### src/rtl/serial_subtractor_if.sv
// Handshake and data bundle for the bit-serial subtractor.
// The master issues operands; the slave returns the difference and flags.
interface serial_subtractor_if #(
    parameter int WIDTH = 10
);
    logic             start;
    logic [WIDTH:0]   sum_in;
    logic [WIDTH-1:0] in1;
    logic             busy;
    logic             done;
    logic [WIDTH-1:0] diff;
    logic             underflow;
    logic             overflow;

    modport master (
        output start, sum_in, in1,
        input  busy, done, diff, underflow, overflow
    );

    modport slave (
        input  start, sum_in, in1,
        output busy, done, diff, underflow, overflow
    );
endinterface

### src/rtl/serial_subtractor.sv
// Bit-serial LSB-first subtractor: diff = sum_in - in1 over WIDTH+1 bits.
// One bit per clock, start/busy/done handshake, results held until next done.
module serial_subtractor #(
    parameter int WIDTH = 10
) (
    input logic              clk,
    input logic              rst_n,
    serial_subtractor_if.slave bus
);
    localparam int CW = $clog2(WIDTH + 1);
    localparam logic [CW-1:0] LAST = CW'(WIDTH);

    typedef enum logic [1:0] {S_IDLE, S_RUN, S_FIN} state_t;

    state_t           state_q, state_d;
    logic [CW-1:0]    cnt_q, cnt_d;
    logic [WIDTH:0]   a_q, a_d;
    logic [WIDTH:0]   b_q, b_d;
    logic [WIDTH:0]   res_q, res_d;
    logic             brw_q, brw_d;
    logic             busy_q, busy_d;
    logic             done_q, done_d;
    logic [WIDTH-1:0] diff_q, diff_d;
    logic             uf_q, uf_d;
    logic             of_q, of_d;
    logic             abit, bbit;

    assign abit = a_q[0];
    assign bbit = b_q[0];

    always_comb begin
        state_d = state_q;
        cnt_d   = cnt_q;
        a_d     = a_q;
        b_d     = b_q;
        res_d   = res_q;
        brw_d   = brw_q;
        busy_d  = busy_q;
        done_d  = 1'b0;
        diff_d  = diff_q;
        uf_d    = uf_q;
        of_d    = of_q;
        unique case (state_q)
            S_IDLE: begin
                if (bus.start) begin
                    a_d     = bus.sum_in;
                    b_d     = {1'b0, bus.in1};
                    cnt_d   = '0;
                    brw_d   = 1'b0;
                    res_d   = '0;
                    busy_d  = 1'b1;
                    state_d = S_RUN;
                end
            end
            S_RUN: begin
                // Each difference bit enters at the MSB so the LSB ends at bit 0
                res_d = {abit ^ bbit ^ brw_q, res_q[WIDTH:1]};
                brw_d = (~abit & bbit) | (~(abit ^ bbit) & brw_q);
                a_d   = a_q >> 1;
                b_d   = b_q >> 1;
                cnt_d = cnt_q + CW'(1);
                if (cnt_q == LAST) state_d = S_FIN;
            end
            S_FIN: begin
                diff_d  = res_q[WIDTH-1:0];
                uf_d    = brw_q;
                of_d    = ~brw_q & res_q[WIDTH];
                done_d  = 1'b1;
                busy_d  = 1'b0;
                state_d = S_IDLE;
            end
            default: state_d = S_IDLE;
        endcase
    end

    always_ff @(posedge clk or negedge rst_n) begin
        if (!rst_n) begin
            state_q <= S_IDLE;
            cnt_q   <= '0;
            a_q     <= '0;
            b_q     <= '0;
            res_q   <= '0;
            brw_q   <= 1'b0;
            busy_q  <= 1'b0;
            done_q  <= 1'b0;
            diff_q  <= '0;
            uf_q    <= 1'b0;
            of_q    <= 1'b0;
        end else begin
            state_q <= state_d;
            cnt_q   <= cnt_d;
            a_q     <= a_d;
            b_q     <= b_d;
            res_q   <= res_d;
            brw_q   <= brw_d;
            busy_q  <= busy_d;
            done_q  <= done_d;
            diff_q  <= diff_d;
            uf_q    <= uf_d;
            of_q    <= of_d;
        end
    end

    assign bus.busy      = busy_q;
    assign bus.done      = done_q;
    assign bus.diff      = diff_q;
    assign bus.underflow = uf_q;
    assign bus.overflow  = of_q;
endmodule

### src/flat_wrapper.sv
// flat-port wrapper written by rule: the top's interface ports become plain ports
module serial_subtractor_flat 
#(
    parameter int WIDTH = 10
)
  (clk, rst_n, bus_start, bus_sum_in, bus_in1, bus_busy, bus_done, bus_diff, bus_underflow, bus_overflow);
  serial_subtractor_if #(.WIDTH(WIDTH)) bus_i ();
  input logic clk;
  input logic rst_n;
  input wire logic [$bits(bus_i.start)-1:0] bus_start;
  input wire logic [$bits(bus_i.sum_in)-1:0] bus_sum_in;
  input wire logic [$bits(bus_i.in1)-1:0] bus_in1;
  output wire logic [$bits(bus_i.busy)-1:0] bus_busy;
  output wire logic [$bits(bus_i.done)-1:0] bus_done;
  output wire logic [$bits(bus_i.diff)-1:0] bus_diff;
  output wire logic [$bits(bus_i.underflow)-1:0] bus_underflow;
  output wire logic [$bits(bus_i.overflow)-1:0] bus_overflow;
  assign bus_i.start = bus_start;
  assign bus_i.sum_in = bus_sum_in;
  assign bus_i.in1 = bus_in1;
  assign bus_busy = bus_i.busy;
  assign bus_done = bus_i.done;
  assign bus_diff = bus_i.diff;
  assign bus_underflow = bus_i.underflow;
  assign bus_overflow = bus_i.overflow;
  serial_subtractor #(.WIDTH(WIDTH)) u_core (.clk(clk), .rst_n(rst_n), .bus(bus_i));
endmodule
### config.mk
export PLATFORM = sky130hd
export DESIGN_NAME = serial_subtractor_flat
export DESIGN_NICKNAME = d
export VERILOG_FILES = /design/src/rtl/serial_subtractor_if.sv /design/src/rtl/serial_subtractor.sv /design/src/flat_wrapper.sv
export SDC_FILE = /design/constraint.sdc
export NUM_CORES = 1
export LEC_CHECK = 0
export CAP_MARGIN = 40
export CORE_UTILIZATION = 36
export DETAILED_ROUTE_END_ITERATION = 16
export PLACE_DENSITY = 0.59
export SYNTH_ARGS = -nofsm -noshare
export SYNTH_HDL_FRONTEND = slang
export SYNTH_SLANG_ARGS = --single-unit
### constraint.sdc
create_clock -name clk -period 1.9 [get_ports clk]
set_input_delay 0.38 -clock clk [delete_from_list [all_inputs] [get_ports clk]]
set_output_delay 0.38 -clock clk [all_outputs]
set_load 0.005 [all_outputs]
Run 1, register map, names as in the netlist:
Scale bar: 20 um. Other sequential cells in the stronger grey, the rest of the logic in the fainter grey.
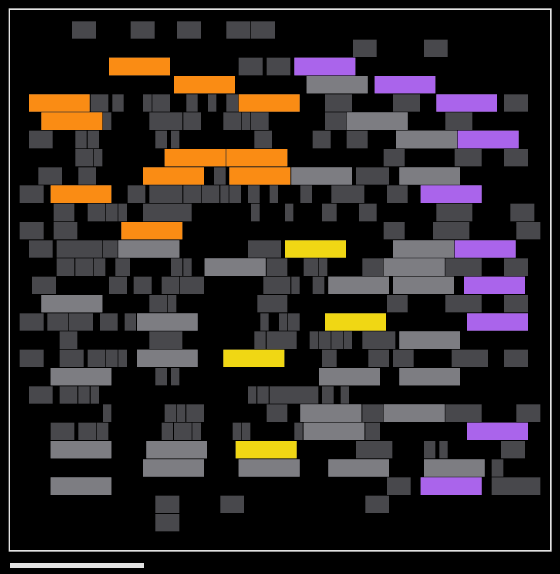
colour	netlist name	flops
orange	u_core.a_q	11
purple	u_core.bus.diff	10
yellow	u_core.cnt_q	4
not coloured	28
total sequential power: 1.89 mW
core utilization of the finished layout: 46.9%

Run 1, cell classes on the final placement:
Fill, decap, tap and diode cells in grey.
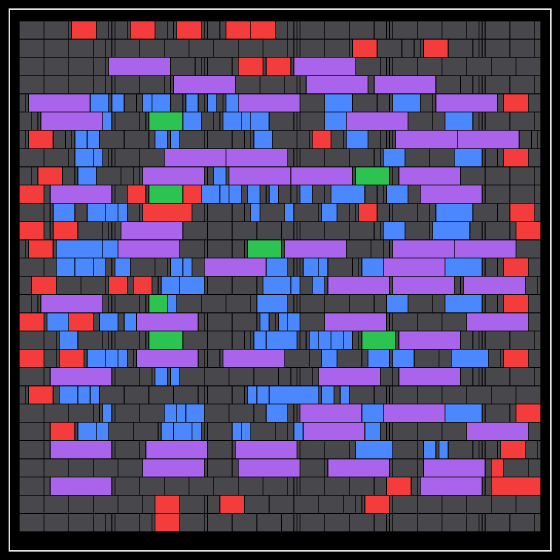
colour	class	cells
purple	registers	53
blue	remaining logic cells	117
green	clock drivers and dummy loads	7
red	remaining buffers and delay cells	45

Run 1, clock nets:
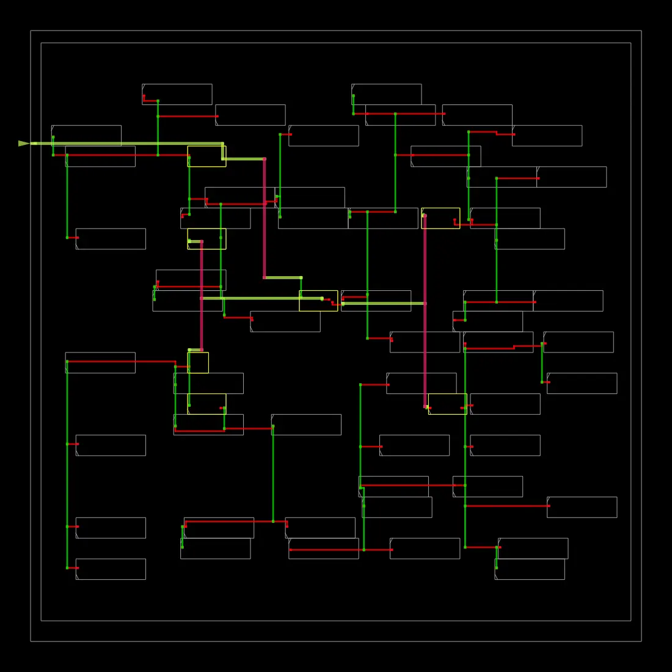
final-layout clock buffer total: 6
Flops: 53
Inserted Clock Buffers: 5
Layout Skew: 5.47 ps
Clock Sink Count: 53

Run 1, routed clock nets over the placement:
Scale bar: 20 um.
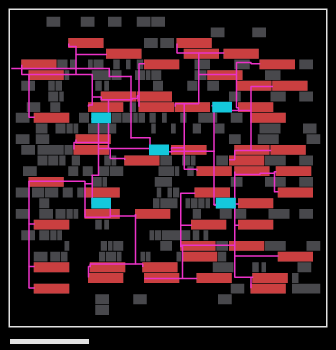
[cyan] clock-net drivers | count: 5
[red] flip-flops | count: 53
[magenta] clock wires | length: 605 um
routed clock nets	6

==> run 1: metal layers <==
layer / up-vias / GRT usage [%]
met5: - / 0
met3: 8 / 3.07
li1: 727 / -
met2: 37 / 22.7
met1: 747 / 20.2
met4: 0 / 5.36
==> run 1: power breakdown <==
group,internal [mW],switching [mW],leakage (nW)
clock,0.289,0.347,0.0433
sequential,1.57,0.321,0.695
combinational,0.780,0.582,0.506
==> run 1: stage by stage <==
step / hold WS, ps / utilization [%] / cells
2_1_floorplan: 84.4 / - / 182
3_3_place_gp: 397 / 45.2 / 289
3_5_place_dp: 398 / 45.2 / 289
4_1_cts: 64.0 / 46.8 / 296
5_1_grt: 75.7 / 46.9 / 297
6_report: 59.9 / 46.9 / 297
==> results.py, run 1 <==
# Synthesis and PnR figures
metrics = {
    "routing": {
        "avgRoutedWirePerCell_um": 13.9,
        "drcViolationCount": 0,
        "drtAntennaViolNets": 0,
        "vias_per_cell": 5.11,
        "met2RoutedLength_mm": 1.90,
        "vias": 1519,
        "m1WireLength_mm": 2.01,
        "route.final.wire_length_mm": 4.14,
        "dr.pass1.iters": 4,
        "route.top_layer_used": "met4",
    },
    "grt": {
        "grt_pass1_wl_mm": 7.16,
        "pin_count_of_the_biggest_net_entering_global_routing": 54,
        "antenna_violations_before_repair": 0,
        "grt_use_total_pct": 14.7,
        "globalRoute.totalOverflow": 0,
    },
    "clock_network": {
        "clockRootBuffer": "sky130_fd_sc_hd__clkbuf_8",
        "cts_resized": 0,
        "tritoncts_clock_tree": "built",
        "ctsLongestPathBuffers": 2,
        "clock_tree.htree_level_count": 2,
    },
    "sta": {
        "setup_total_negative_slack_ps": 0,
        "final-hold-violation-count": 0,
        "finalWorstSetupSlack_ps": 350,
        "final_period_demand_of_the_worst_path_ps": 1550,
        "max_clock_freq_mhz": 645,
        "timing.final.setup_violations": 0,
        "number_of_pins_exceeding_their_max_slew_limit_in_the_final_report": 0,
        "timing.slew.headroom_pct": 74.0,
        "tightest_slew_ps": 390,
        "final_min_period_over_clock_period_pct": 81.6,
    },
    "critical_path": {
        "timing.critical_path.fanout_max": 2,
        "endpoint": "bus_busy",
        "timing.reg2reg.worst_path_depth": 4,
        "critical-path-top-delay-family": "buffers and inverters",
        "critPathBufInv": 1,
        "worstSetupStartpoint": "u_core.bus.busy",
        "critPathArrivalTime_ps": 1170,
        "path_cells": "clkdlybuf4s50_1",
        "required_ps": 1520,
        "critPathKind": "reg2out",
        "regToRegEndpoint": "u_core.cnt_q[3]",
        "setup.worst_path.end_class": "primary output",
        "crit-reg2reg-launch": "u_core.state_q[0]",
        "crit_path_max_incr_delay_ps": 510,
        "cp.depth": 1,
        "critical_path.startpoint_type": "flip-flop",
    },
    "job": {
        "drv_cap": 0,
    },
    "logic_synthesis": {
        "average_instance_area_after_synthesis_um2": 12.2,
        "compound_area_share_pct": 18.3,
        "synth_sequential_area_ratio_pct": 59.8,
        "ys_chip_area_mm2": 0.00222,
        "synth_warnings": 0,
        "yosys-mux-area-fraction_pct": 7.28,
        "top_area_share_pct": 59.8,
        "synth.net_count": 209,
        "largest_combinational_cell_category_by_area": "AND-OR/OR-AND gates",
        "xor_area_share_pct": 0,
        "synthSimpleGateAreaFrac_pct": 8.63,
        "yosys_top_cell_by_area": "sky130_fd_sc_hd__dfrtp_1",
        "synth.top_cells.by_count": "sky130_fd_sc_hd__dfrtp_1 (53), sky130_fd_sc_hd__nand2_1 (24), sky130_fd_sc_hd__o21ai_1 (22), sky130_fd_sc_hd__a22oi_1 (18), sky130_fd_sc_hd__a22o_1 (14)",
        "numSynthFlops": 53,
        "synth.cell_area_mm2": 0.00222,
    },
    "pwr": {
        "p_leak_nw": 1.25,
        "power.total_mw": 3.89,
    },
    "floorplan": {
        "tap_cells": 75,
        "fp.dieW_um": 80.5,
        "fp_util_pct": 37.5,
        "core_area_mm2": 0.00592,
        "die_area_mm2": 0.00648,
        "rows": 28,
        "chipHeight_um": 80.5,
    },
    "finish": {
        "sequential_cell_area_mm2": 0.00133,
        "area_share_clock_buf_inv_pct": 3.24,
        "top_registers": "u_core.a_q (11), u_core.res_q (11)",
        "layout_top_cells_excl_fill_tap": "sky130_fd_sc_hd__dfrtp_1 (53), sky130_fd_sc_hd__clkdlybuf4s50_1 (36), sky130_fd_sc_hd__nand2_1 (24)",
        "area.share.sequential_pct": 47.8,
        "synthToLayoutAreaGrowth_pct": 25.2,
        "final.signal_inverter_count": 3,
        "drive_above_1_share_pct": 11.7,
        "comb_area_share_pct": 29.0,
        "insertedDiodeCount": 0,
        "dominant_cells": "registers",
        "signal_buffers": 45,
        "num-nets-final": 249,
        "post_route_cell_area_mm2": 0.00278,
    },
    "run_status": {
        "outcome": "finished, final reports clean",
    },
    "placement": {
        "postPlaceCellArea_mm2": 0.00268,
        "post-place-ws_ps": 210,
    },
}
Run 1, routed metal, one colour a layer:
Scale bar: 20 um. Two of the layers only.
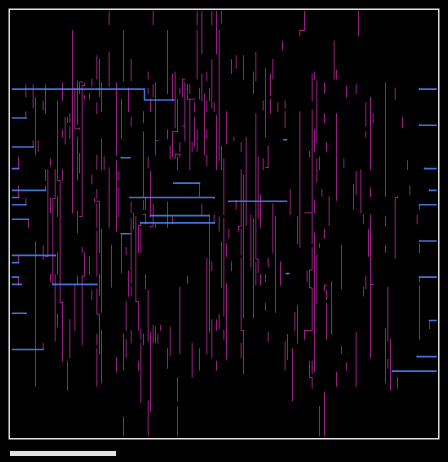

==> run 2: changes to the inputs <==
--- a/config.mk
+++ b/config.mk
@@ -8,7 +8,7 @@
 export CAP_MARGIN = 40
 export CORE_UTILIZATION = 36
 export DETAILED_ROUTE_END_ITERATION = 16
-export PLACE_DENSITY = 0.59
+export PLACE_DENSITY = 0.61
 export SYNTH_ARGS = -nofsm -noshare
 export SYNTH_HDL_FRONTEND = slang
 export SYNTH_SLANG_ARGS = --single-unit
==> constraint.sdc (replaced) <==
create_clock -name clk -period 1.36 [get_ports clk]
set_input_delay 0.272 -clock clk [delete_from_list [all_inputs] [get_ports clk]]
set_output_delay 0.272 -clock clk [all_outputs]
set_load 0.005 [all_outputs]
Run 2, routed metal, one colour a layer:
Scale bar: 20 um. Two of the layers only.
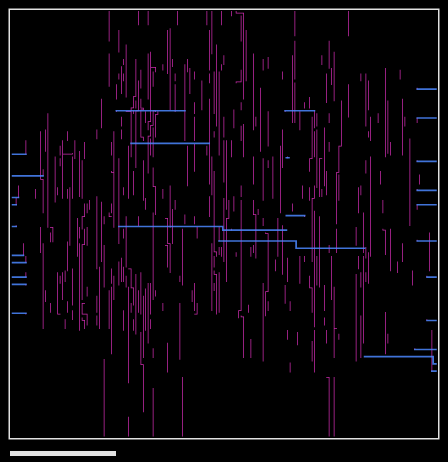
colour	layer	wire length
blue	M3	165 um
magenta	M2	1910 um
total number of vias: 1561
drt wl/cell: 13.3 um
routed wire length: 4.14 mm
GRT Total Usage: 14.7%

Run 2, register map, names as in the netlist:
Scale bar: 20 um. Other sequential cells in the stronger grey, the rest of the logic in the fainter grey.
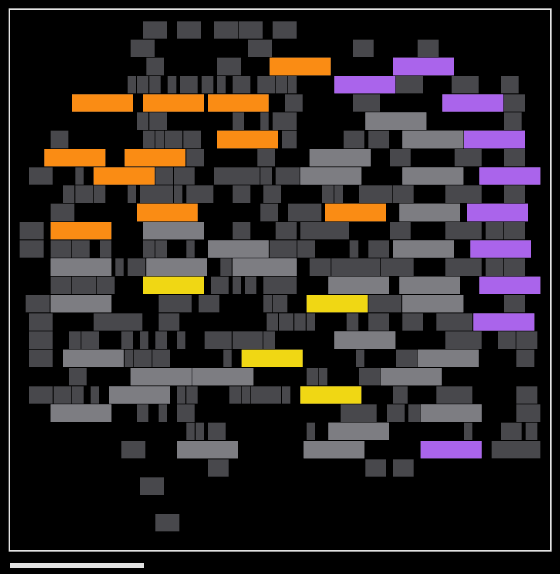
colour	netlist name	flops
orange	u_core.a_q	11
yellow	u_core.cnt_q	4
purple	u_core.bus.diff	10

==> run 2 against run 1 <==
Sequential power up 38%. Critical path depth up 5. Wire length barely moved. Synthesized cell count is the same. Global-route usage about the same. Area after synthesis did not move. Final area up 4.4%. Register-to-register slack lost 320 ps. Critical path type is now reg2reg. Largest cell class unchanged.
==> results.py, run 2 <==
# Synthesis and PnR figures
metrics = {
    "run_status": {
        "outcome": "finished, final reports clean",
    },
    "finish": {
        "finalCoreUtilization_pct": 49.0,
        "comb_area_share_pct": 27.9,
        "insertedDiodeCount": 0,
        "final-instance-count-excl-fill": 312,
        "design.seq.count": 53,
        "top_registers": "u_core.a_q (11), u_core.res_q (11)",
        "signal_buffers": 59,
        "layout_top_cells_excl_fill_tap": "sky130_fd_sc_hd__dfrtp_1 (52), sky130_fd_sc_hd__nand2_1 (24), sky130_fd_sc_hd__o21ai_1 (22), sky130_fd_sc_hd__clkdlybuf4s50_1 (22), sky130_fd_sc_hd__a22oi_1 (18)",
        "drive_above_1_share_pct": 18.1,
        "synthToLayoutAreaGrowth_pct": 30.7,
        "area_share_clock_buf_inv_pct": 3.32,
        "post_route_cell_area_mm2": 0.00290,
        "dominant_cells": "registers",
        "final.signal_inverter_count": 3,
        "clkbuf_count": 6,
    },
    "logic_synthesis": {
        "top_area_share_pct": 59.8,
        "ys_chip_area_mm2": 0.00222,
        "largest_combinational_cell_category_by_area": "AND-OR/OR-AND gates",
        "synth.cell_area_mm2": 0.00222,
        "average_instance_area_after_synthesis_um2": 12.2,
        "synth_warnings": 0,
        "synth.top_cells.by_count": "sky130_fd_sc_hd__dfrtp_1 (53), sky130_fd_sc_hd__nand2_1 (24), sky130_fd_sc_hd__o21ai_1 (22), sky130_fd_sc_hd__a22oi_1 (18), sky130_fd_sc_hd__a22o_1 (14)",
        "compound_area_share_pct": 18.3,
        "numSynthFlops": 53,
        "synthSimpleGateAreaFrac_pct": 8.63,
        "synth_sequential_area_ratio_pct": 59.8,
        "yosys_top_cell_by_area": "sky130_fd_sc_hd__dfrtp_1",
        "synth.net_count": 209,
    },
    "floorplan": {
        "tap_cells": 75,
        "rows": 28,
        "chipHeight_um": 80.5,
        "core_area_mm2": 0.00592,
        "fp.dieW_um": 80.5,
        "die_area_mm2": 0.00648,
    },
    "critical_path": {
        "path_cells": "buf_12 > o21bai_4 > buf_4 > buf_12 > nand2_1 > o21ai_1",
        "critical_path.startpoint_type": "flip-flop",
        "setup.worst_path.end_class": "flip-flop",
        "crit_path_max_incr_delay_ps": 450,
        "critPathBufInv": 3,
        "critPathKind": "reg2reg",
        "timing.critical_path.fanout_max": 12,
        "critical-path-top-delay-family": "flip-flops",
        "critPathArrivalTime_ps": 1480,
        "required_ps": 1550,
    },
    "routing": {
        "dr.pass1.iters": 6,
        "vias_per_cell": 5.00,
        "route.top_layer_used": "met4",
        "drcViolationCount": 0,
        "met2RoutedLength_mm": 1.91,
        "m1WireLength_mm": 2.03,
        "drtAntennaViolNets": 0,
    },
    "sta": {
        "final-hold-violation-count": 0,
        "finalWorstSetupSlack_ps": 67.9,
        "timing.slew.headroom_pct": 66.7,
        "timing.final.setup_violations": 0,
        "final_min_period_over_clock_period_pct": 95.0,
        "tightest_slew_ps": 497,
        "setup_total_negative_slack_ps": 0,
        "final_period_demand_of_the_worst_path_ps": 1290,
    },
    "job": {
        "drv_cap": 0,
    },
    "grt": {
        "grt_use_met3_pct": 5.11,
        "grt.met1_usage_pct": 19.8,
        "antenna_violations_before_repair": 0,
        "globalRoute.totalOverflow": 0,
        "grt_pass1_wl_mm": 7.32,
        "pin_count_of_the_biggest_net_entering_global_routing": 54,
    },
    "placement": {
        "post-place-ws_ps": -200,
        "placed_cells_incl_taps": 295,
        "postPlaceCellArea_mm2": 0.00274,
    },
    "clock_network": {
        "ctsLongestPathBuffers": 2,
        "cts_resized": 15,
        "clockRootBuffer": "sky130_fd_sc_hd__clkbuf_8",
        "clock_tree.htree_level_count": 2,
        "tritoncts_clock_tree": "built",
        "numCtsBuffers": 5,
        "clock_sink_count": 53,
    },
    "pwr": {
        "vdd_ir_drop_max_mv": 0.925,
        "power.total_mw": 5.59,
    },
}
Run 2, clock nets:
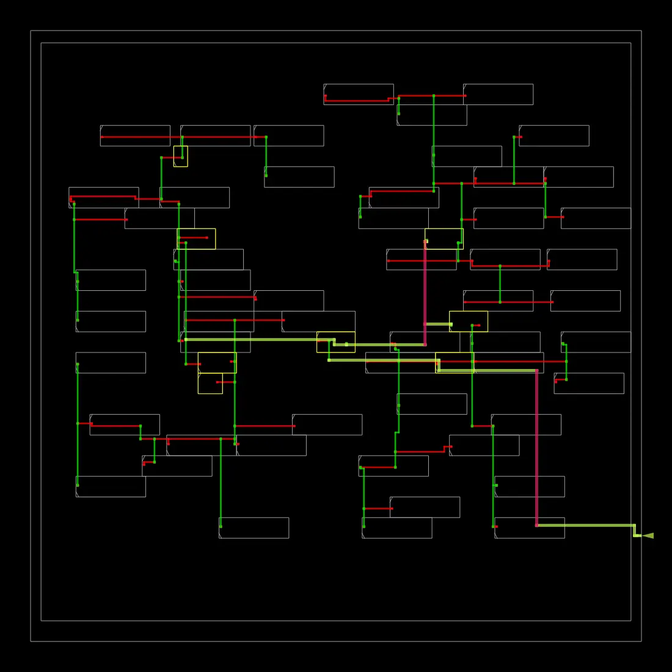
later-pin clock latency in the skew report: 300 ps
clock network power: 0.905 mW
Layout Skew: 7.43 ps

[run 2: worst paths after layout]
kind | start | end | slack [ps] | depth (start not counted)
setup / recovery | u_core.state_q[1] | u_core.b_q[3] | 70 | 6
hold / removal | rst_n | u_core.bus.diff[9] | 490 | 3
setup reg to reg | u_core.state_q[1] | u_core.b_q[3] | 70 | 6
hold reg to reg | u_core.a_q[1] | u_core.a_q[1] | 500 | 2
max in group asynchronous | rst_n | u_core.state_q[1] | 620 | 3
min in group clk | u_core.a_q[1] | u_core.a_q[1] | 500 | 2
[run 2: report_power, final]
part,switching (mW),internal [mW]
sequential,0.417,2.19
combinational,0.886,1.19
clock,0.492,0.413
total,1.80,3.79
Run 2, cell classes on the final placement:
Fill, decap, tap and diode cells in grey.
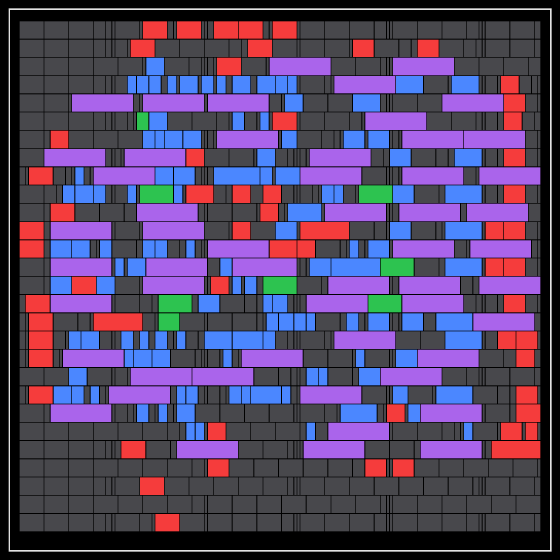

==> run 3: changes to the inputs <==
--- a/config.mk
+++ b/config.mk
@@ -6,7 +6,9 @@
 export NUM_CORES = 1
 export LEC_CHECK = 0
 export CAP_MARGIN = 40
+export CORE_MARGIN = 5
 export CORE_UTILIZATION = 36
+export CTS_BUF_LIST = sky130_fd_sc_hd__clkbuf_16
 export DETAILED_ROUTE_END_ITERATION = 16
 export PLACE_DENSITY = 0.61
 export SYNTH_ARGS = -nofsm -noshare
Run 3, cell classes on the final placement:
Fill, decap, tap and diode cells in grey.
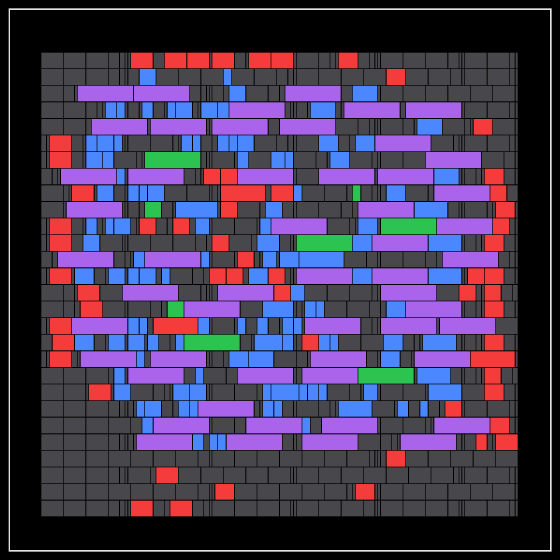
colour	class	cells
green	clock drivers and dummy loads	8
blue	remaining logic cells	117
red	remaining buffers and delay cells	60
purple	registers	53

Run 3, routed clock nets over the placement:
Scale bar: 20 um.
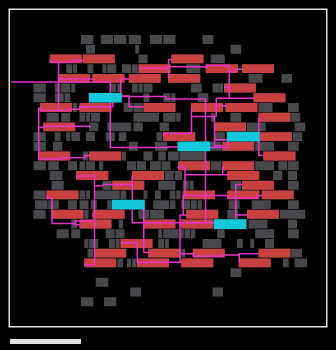
[magenta] clock wires | length: 641 um
[red] flip-flops | count: 53
[cyan] clock-net drivers | count: 5
routed clock nets	6

Run 3, register map, names as in the netlist:
Scale bar: 20 um. Other sequential cells in the stronger grey, the rest of the logic in the fainter grey.
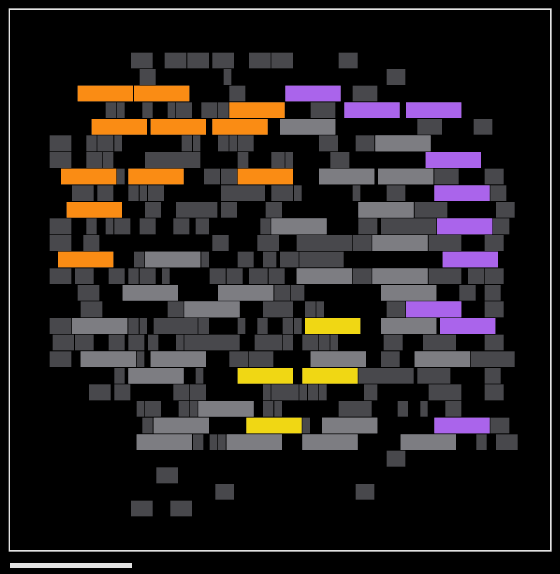
colour	netlist name	flops
yellow	u_core.cnt_q	4
purple	u_core.bus.diff	10
orange	u_core.a_q	11
not coloured	28

==> run 3 against run 2 <==
Synthesized cell count unchanged. Clock-buffer cell count down 1. Maximum frequency up 1.7%. Combinational power about the same. Wire length up 3.3%. Critical path depth unchanged. Power up 5.4%. Core utilization up 0.45 points. Clock power up 35%. Critical path type unchanged. Critical endpoint is now u_core.b_q[6].
==> results.py, run 3 <==
# Synthesis and PnR figures
metrics = {
    "sta": {
        "tightest_slew_ps": 487,
        "timing.clock.skew_ps": 6.98,
        "setup_total_negative_slack_ps": 0,
        "final_period_demand_of_the_worst_path_ps": 1270,
        "timing.final.setup_violations": 0,
        "final-hold-violation-count": 0,
        "final_min_period_over_clock_period_pct": 93.4,
        "timing.slew.headroom_pct": 67.4,
        "finalWorstSetupSlack_ps": 89.7,
    },
    "critical_path": {
        "path_cells": "buf_4 > o21bai_4 > buf_12 > buf_12 > nand2_1 > o21ai_1",
        "critPathBufInv": 3,
        "endpoint": "u_core.b_q[6]",
        "required_ps": 1570,
        "critPathKind": "reg2reg",
        "regToRegEndpoint": "u_core.b_q[6]",
        "setup.worst_path.end_class": "flip-flop",
        "ff2ff_setup_slack_ps": 90,
        "worstSetupStartpoint": "u_core.state_q[0]",
        "cp.depth": 6,
        "crit-reg2reg-launch": "u_core.state_q[0]",
        "crit_path_max_incr_delay_ps": 410,
        "critical_path.startpoint_type": "flip-flop",
        "timing.reg2reg.worst_path_depth": 6,
        "timing.critical_path.fanout_max": 16,
        "critical-path-top-delay-family": "buffers and inverters",
    },
    "floorplan": {
        "die_area_mm2": 0.00783,
        "core_area_mm2": 0.00596,
        "fp.dieW_um": 88.5,
        "tap_cells": 75,
        "rows": 28,
        "chipHeight_um": 88.5,
    },
    "grt": {
        "pin_count_of_the_biggest_net_entering_global_routing": 41,
        "busiest_layer": "met2",
        "grt_pass1_vias": 1531,
        "globalRoute.totalOverflow": 0,
        "antenna_violations_before_repair": 0,
        "grt_use_total_pct": 12.1,
        "grt_use_met3_pct": 4.19,
        "grt_pass1_wl_mm": 7.29,
    },
    "pwr": {
        "comb_power_mw": 2.07,
        "power.total_mw": 5.89,
        "p_int_mw": 4.07,
        "seq_power_share_pct": 44.1,
        "p_clk_mw": 1.22,
        "power.combinational.fraction_pct": 35.2,
        "p_sw_mw": 1.83,
        "power.switching_fraction_pct": 31.0,
        "clockPowerShare_pct": 20.8,
        "seq_power_mw": 2.60,
        "power.largest_group": "registers",
    },
    "finish": {
        "final.signal_inverter_count": 3,
        "post_route_cell_area_mm2": 0.00294,
        "synthToLayoutAreaGrowth_pct": 32.7,
        "design.seq.count": 53,
        "insertedDiodeCount": 0,
        "drive_above_1_share_pct": 17.2,
        "dominant_cells": "registers",
        "top_registers": "u_core.a_q (11), u_core.res_q (11)",
        "area_share_clock_buf_inv_pct": 4.89,
        "comb_area_share_pct": 27.4,
        "signal_buffers": 60,
        "clkbuf_count": 5,
    },
    "routing": {
        "dr.pass1.iters": 4,
        "drcViolationCount": 0,
        "avgRoutedWirePerCell_um": 13.7,
        "vias_per_cell": 4.93,
        "route.final.wire_length_mm": 4.28,
        "m1WireLength_mm": 2.12,
        "route.top_layer_used": "met4",
        "met2RoutedLength_mm": 1.87,
        "vias": 1543,
        "drtAntennaViolNets": 0,
    },
    "job": {
        "drv_cap": 0,
    },
    "logic_synthesis": {
        "average_instance_area_after_synthesis_um2": 12.2,
        "ys_chip_area_mm2": 0.00222,
        "synth.top_cells.by_count": "sky130_fd_sc_hd__dfrtp_1 (53), sky130_fd_sc_hd__nand2_1 (24), sky130_fd_sc_hd__o21ai_1 (22), sky130_fd_sc_hd__a22oi_1 (18), sky130_fd_sc_hd__a22o_1 (14)",
        "largest_combinational_cell_category_by_area": "AND-OR/OR-AND gates",
        "synthSimpleGateAreaFrac_pct": 8.63,
        "synth.net_count": 209,
        "synth_sequential_area_ratio_pct": 59.8,
        "synth_warnings": 0,
        "numSynthFlops": 53,
    },
    "placement": {
        "postPlaceCellArea_mm2": 0.00275,
    },
    "clock_network": {
        "ctsLongestPathBuffers": 2,
        "tritoncts_clock_tree": "built",
        "clk_latency_ps": 290,
        "clockRootBuffer": "sky130_fd_sc_hd__clkbuf_16",
        "cts_resized": 15,
        "clock_sink_count": 53,
        "clock_tree.htree_level_count": 2,
        "numCtsBuffers": 5,
    },
    "run_status": {
        "outcome": "finished, final reports clean",
    },
}
-- run 3: cell count changes in the layout (fill, tap and decap cells not counted) --
cell,change
sky130_fd_sc_hd__clkbuf_8,-6
sky130_fd_sc_hd__clkbuf_16,+5
sky130_fd_sc_hd__buf_4,+3
sky130_fd_sc_hd__buf_6,-2
sky130_fd_sc_hd__clkinvlp_4,+2
sky130_fd_sc_hd__clkinv_2,-1
sky130_fd_sc_hd__clkinv_4,-1
sky130_fd_sc_hd__dfrtp_1,+1
sky130_fd_sc_hd__dfrtp_2,-1
sky130_fd_sc_hd__inv_1,+1
sky130_fd_sc_hd__nor2b_1,+1
sky130_fd_sc_hd__nor2b_2,-1
No activity file was given, so power comes from the tool's default toggle rates.
